[config.mk]
export PLATFORM = sky130hd
export DESIGN_NAME = ps2_mouse_ctrl
export DESIGN_NICKNAME = d
export VERILOG_FILES = /design/src/rtl/ps2_mouse_pkg.sv /design/src/rtl/ps2_timeout_timer.sv /design/src/rtl/ps2_mouse_ctrl.sv
export SDC_FILE = /design/constraint.sdc
export NUM_CORES = 1
export LEC_CHECK = 0
export ABC_AREA = 0
export CAP_MARGIN = 40
export CORE_MARGIN = 2
export CORE_UTILIZATION = 60
export DETAILED_ROUTE_END_ITERATION = 8
export PLACE_DENSITY_LB_ADDON = 0.08
export SLEW_MARGIN = 20
export SYNTH_ARGS = -nofsm -noshare
export SYNTH_HDL_FRONTEND = slang
export SYNTH_HIERARCHICAL = 1
export SYNTH_SLANG_ARGS = --single-unit
[constraint.sdc]
create_clock -name clk -period 8.45 [get_ports clk]
set_clock_uncertainty 0.1 [all_clocks]
set_input_delay 0.845 -clock clk [delete_from_list [all_inputs] [get_ports clk]]
set_output_delay 0.845 -clock clk [all_outputs]
set_load 0.01 [all_outputs]
[src/rtl/ps2_mouse_pkg.sv]
// Shared types and protocol constants for the PS/2 mouse controller.
package ps2_mouse_pkg;

    typedef enum logic [3:0] {
        TX_RESET,
        WAIT_ACK_RST,
        WAIT_BAT,
        WAIT_ID,
        TX_ENABLE,
        WAIT_ACK_EN,
        PKT_B0,
        PKT_B1,
        PKT_B2,
        BACKOFF,
        FAILED
    } ps2_mouse_state_t;

    localparam logic [7:0] CMD_RESET    = 8'hFF;
    localparam logic [7:0] CMD_ENABLE   = 8'hF4;
    localparam logic [7:0] RSP_ACK      = 8'hFA;
    localparam logic [7:0] RSP_RESEND   = 8'hFE;
    localparam logic [7:0] RSP_BAT_OK   = 8'hAA;
    localparam logic [7:0] RSP_BAT_FAIL = 8'hFC;
    localparam logic [7:0] ID_STD       = 8'h00;

    typedef struct packed {
        logic [7:0] b0;
        logic [7:0] b1;
        logic [7:0] b2;
    } ps2_mouse_pkt_t;

endpackage

[src/rtl/ps2_timeout_timer.sv]
// Down-counting timeout: load sets the count, expired is high once it reaches zero.
module ps2_timeout_timer #(
    parameter int W = 32
) (
    input  logic         clk,
    input  logic         rst,
    input  logic         load,
    input  logic [W-1:0] load_val,
    output logic         expired
);

    logic [W-1:0] cnt;

    always_ff @(posedge clk or posedge rst) begin
        if (rst) begin
            cnt <= '0;
        end else if (load) begin
            cnt <= load_val;
        end else if (cnt != '0) begin
            cnt <= cnt - 1'b1;
        end
    end

    assign expired = (cnt == '0);

endmodule

[src/rtl/ps2_mouse_ctrl.sv]
// PS/2 mouse sequencer: reset/enable handshake with retries, then 3-byte stream packet assembly.
module ps2_mouse_ctrl
    import ps2_mouse_pkg::*;
#(
    parameter int unsigned RSP_TIMEOUT_CYC = 1_250_000,
    parameter int unsigned BAT_TIMEOUT_CYC = 25_000_000,
    parameter int unsigned PKT_GAP_CYC     = 50_000,
    parameter int unsigned BACKOFF_CYC     = 250_000,
    parameter int unsigned MAX_RETRIES     = 3
) (
    input  logic       clk,
    input  logic       rst,
    input  logic       rx_done_tick,
    input  logic [7:0] rx_dout,
    input  logic       tx_idle,
    input  logic       tx_done_tick,
    output logic       wr_ps2,
    output logic [7:0] din,
    output logic       pkt_valid,
    output logic [2:0] pkt_btn,
    output logic [8:0] pkt_dx,
    output logic [8:0] pkt_dy,
    output logic [1:0] pkt_ovf,
    output logic       init_done,
    output logic       failed,
    output logic [1:0] retry_cnt,
    output logic [7:0] sync_err_cnt
);

    ps2_mouse_state_t state, state_n;
    logic             tx_wait, tx_wait_n;  // TX sub-phase: 0 = request, 1 = waiting for tx_done_tick
    logic             fire_tx, fail, sync_inc, pkt_fire, cap_b0, cap_b1;
    logic [7:0]       cmd, b0_q, b1_q;
    logic [1:0]       retry_nxt;
    logic             tmr_load, expired;
    logic [31:0]      tmr_val;
    ps2_mouse_pkt_t   pkt_cur;

    ps2_timeout_timer #(.W(32)) u_timer (
        .clk      (clk),
        .rst      (rst),
        .load     (tmr_load),
        .load_val (tmr_val),
        .expired  (expired)
    );

    always_ff @(posedge clk or posedge rst) begin
        if (rst) begin
            state   <= TX_RESET;
            tx_wait <= 1'b0;
        end else begin
            state   <= state_n;
            tx_wait <= tx_wait_n;
        end
    end

    always_comb begin
        state_n   = state;
        tx_wait_n = tx_wait;
        fire_tx   = 1'b0;
        fail      = 1'b0;
        sync_inc  = 1'b0;
        pkt_fire  = 1'b0;
        cap_b0    = 1'b0;
        cap_b1    = 1'b0;
        cmd       = (state == TX_ENABLE) ? CMD_ENABLE : CMD_RESET;
        retry_nxt = (retry_cnt == 2'd3) ? 2'd3 : retry_cnt + 2'd1;
        tmr_val   = RSP_TIMEOUT_CYC - 1;

        // A received byte always takes priority over a same-cycle expiry.
        case (state)
            TX_RESET, TX_ENABLE: begin
                if (!tx_wait) begin
                    if (tx_idle) begin
                        fire_tx   = 1'b1;
                        tx_wait_n = 1'b1;
                    end
                end else if (tx_done_tick) begin
                    state_n = (state == TX_RESET) ? WAIT_ACK_RST : WAIT_ACK_EN;
                end else if (expired) begin
                    fail = 1'b1;
                end
            end
            WAIT_ACK_RST, WAIT_ACK_EN: begin
                if (rx_done_tick) begin
                    if (rx_dout == RSP_ACK) begin
                        state_n = (state == WAIT_ACK_RST) ? WAIT_BAT : PKT_B0;
                    end else if (rx_dout == RSP_RESEND) begin
                        state_n = (state == WAIT_ACK_RST) ? TX_RESET : TX_ENABLE;
                    end else begin
                        fail = 1'b1;
                    end
                end else if (expired) begin
                    fail = 1'b1;
                end
            end
            WAIT_BAT: begin
                if (rx_done_tick) begin
                    if (rx_dout == RSP_BAT_OK) begin
                        state_n = WAIT_ID;
                    end else if (rx_dout == RSP_BAT_FAIL) begin
                        fail = 1'b1;
                    end
                end else if (expired) begin
                    fail = 1'b1;
                end
            end
            WAIT_ID: begin
                if (rx_done_tick) begin
                    if (rx_dout == ID_STD) state_n = TX_ENABLE;
                    else                   fail    = 1'b1;
                end else if (expired) begin
                    fail = 1'b1;
                end
            end
            PKT_B0: begin
                if (rx_done_tick) begin
                    if (rx_dout[3]) begin
                        cap_b0  = 1'b1;
                        state_n = PKT_B1;
                    end else begin
                        sync_inc = 1'b1;
                    end
                end
            end
            PKT_B1: begin
                if (rx_done_tick) begin
                    cap_b1  = 1'b1;
                    state_n = PKT_B2;
                end else if (expired) begin
                    sync_inc = 1'b1;
                    state_n  = PKT_B0;
                end
            end
            PKT_B2: begin
                if (rx_done_tick) begin
                    pkt_fire = 1'b1;
                    state_n  = PKT_B0;
                end else if (expired) begin
                    sync_inc = 1'b1;
                    state_n  = PKT_B0;
                end
            end
            BACKOFF: begin
                if (expired) state_n = TX_RESET;
            end
            FAILED: begin
                state_n = FAILED;
            end
            default: begin
                state_n = TX_RESET;
            end
        endcase

        if (fail) begin
            state_n = (32'(retry_nxt) >= MAX_RETRIES) ? FAILED : BACKOFF;
        end
        if (state_n != state) begin
            tx_wait_n = 1'b0;
        end

        tmr_load = (state_n != state) || fire_tx;
        case (state_n)
            WAIT_BAT:       tmr_val = BAT_TIMEOUT_CYC - 1;
            PKT_B1, PKT_B2: tmr_val = PKT_GAP_CYC - 1;
            BACKOFF:        tmr_val = BACKOFF_CYC - 1;
            default:        tmr_val = RSP_TIMEOUT_CYC - 1;
        endcase
    end

    assign pkt_cur = '{b0: b0_q, b1: b1_q, b2: rx_dout};

    always_ff @(posedge clk or posedge rst) begin
        if (rst) begin
            wr_ps2       <= 1'b0;
            din          <= 8'h00;
            pkt_valid    <= 1'b0;
            pkt_btn      <= 3'd0;
            pkt_dx       <= 9'd0;
            pkt_dy       <= 9'd0;
            pkt_ovf      <= 2'd0;
            retry_cnt    <= 2'd0;
            sync_err_cnt <= 8'd0;
            b0_q         <= 8'h00;
            b1_q         <= 8'h00;
        end else begin
            wr_ps2    <= fire_tx;
            pkt_valid <= pkt_fire;
            if (fire_tx) din <= cmd;
            if (fail) retry_cnt <= retry_nxt;
            if (sync_inc && (sync_err_cnt != 8'hFF)) sync_err_cnt <= sync_err_cnt + 8'd1;
            if (cap_b0) b0_q <= rx_dout;
            if (cap_b1) b1_q <= rx_dout;
            if (pkt_fire) begin
                pkt_btn <= pkt_cur.b0[2:0];
                pkt_dx  <= {pkt_cur.b0[4], pkt_cur.b1};
                pkt_dy  <= {pkt_cur.b0[5], pkt_cur.b2};
                pkt_ovf <= pkt_cur.b0[7:6];
            end
        end
    end

    assign init_done = (state == PKT_B0) || (state == PKT_B1) || (state == PKT_B2);
    assign failed    = (state == FAILED);

endmodule

Fig. 1: metal 1
(4 px per um) Supply wires on this layer in gray.
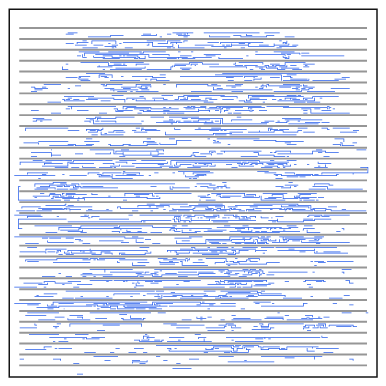
The wires run mostly horizontal. 502 nets have wire on it.

==> out/results.txt <==
Status: finished clean
Clock slew seen by the registers of the worst setup and hold paths: 0.09 ns
Post-Syn Area per Cell: 9.77 um^2
Clock period minus worst slack: 4.63 ns
Hold depth: 2
CP endpoint kind: flop
Synth Seq Share: 0.484
CLK BUF: 10
Vias per cell: 5.60
Final Hold Viols: 0
Slew margin rel.: 0.514
Top Ports: 58
Area leader share: 0.484
FF-to-FF setup slack: 3.82 ns
DRC viols: 0
CP max-delay cell: or2_2
Well Taps: 99
Delay-heaviest family, CP: simple AND/OR/NAND/NOR gates
Signal buffers: 64
Comb gates: 353
Final instance area: 0.00547 mm^2
Placed cell area: 0.00523 mm^2
Critical Path AT: 4.81 ns
Die W: 91.6 um
Dominant kind of cell: flip-flops and latches
Critical Path RT: 8.62 ns
Floorplan Utilization: 0.627
CTS tree: done
Count of library flops with an enable pin: 0
Crit share post-route: 0.548
Total of max-cap violations: 0
Ys cells: 471
Fig. 2: metal 2
(3 px per um)
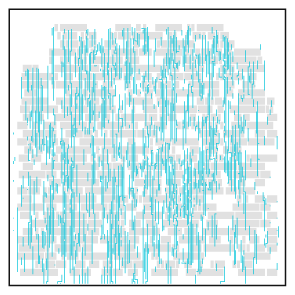
The longest straight run is 28.6 um. The wires run mostly vertical. The layer holds 47% of the routed length. The layer carries 4640 um of wire.

## worst max-delay path by stage
stage	endpoint	depth (start not counted)	start
floorplan	u_timer/cnt[18]	17	u_timer/cnt[19]
global placement	u_timer/cnt[27]	14	u_timer/cnt[0]
detailed placement	u_timer/cnt[24]	14	u_timer/cnt[0]
CTS	u_timer/cnt[24]	14	u_timer/cnt[0]
global route	u_timer/cnt[29]	15	u_timer/cnt[0]
finish	u_timer/cnt[24]	16	u_timer/cnt[0]
## flip-flops by register name, summed over array words and instances (netlist names)
signal and flops:
retry_cnt 2, tx_wait 1, din 2, pkt_dy 9
sync_err_cnt 8, b0_q 7, pkt_btn 3, pkt_valid 1
b1_q 8, u_timer/cnt 32, pkt_ovf 2, pkt_dx 9
state 4, wr_ps2 1
## worst min-delay path, cell delays in order, from the launching register on
cell and delay (ns):
dfrtp_1 0.36, nand2_1 0.05, nand2_1 0.05
## through the flow
step / cells / hold slack (ns) / total power [mW] / util
2_1_floorplan: 482 / 0.333 / 1.40 / -
3_3_place_gp: 615 / 0.347 / 1.62 / 0.712
3_5_place_dp: 616 / 0.358 / 1.66 / 0.714
4_1_cts: 632 / 0.380 / 1.97 / 0.743
5_1_grt: 634 / 0.405 / 2.14 / 0.746
6_report: 634 / 0.376 / 1.99 / 0.746
## layer usage
metal	global-route usage	share of wire	up-vias	wire (um)
li1	-	-	1727	-
met1	0.355	0.46	1713	4580
met2	0.383	0.47	99	4640
met3	0.0523	0.055	10	539
met4	0.0593	0.010	0	100
met5	0	0	-	0
## power by group
part	total, mW	switching (mW)	internal, mW
clock network	0.310	0.162	0.148
logic	0.924	0.499	0.425
registers	0.755	0.158	0.597
total	1.99	0.819	1.17
Power figures rest on the tool's default switching activity, not on a simulated workload.
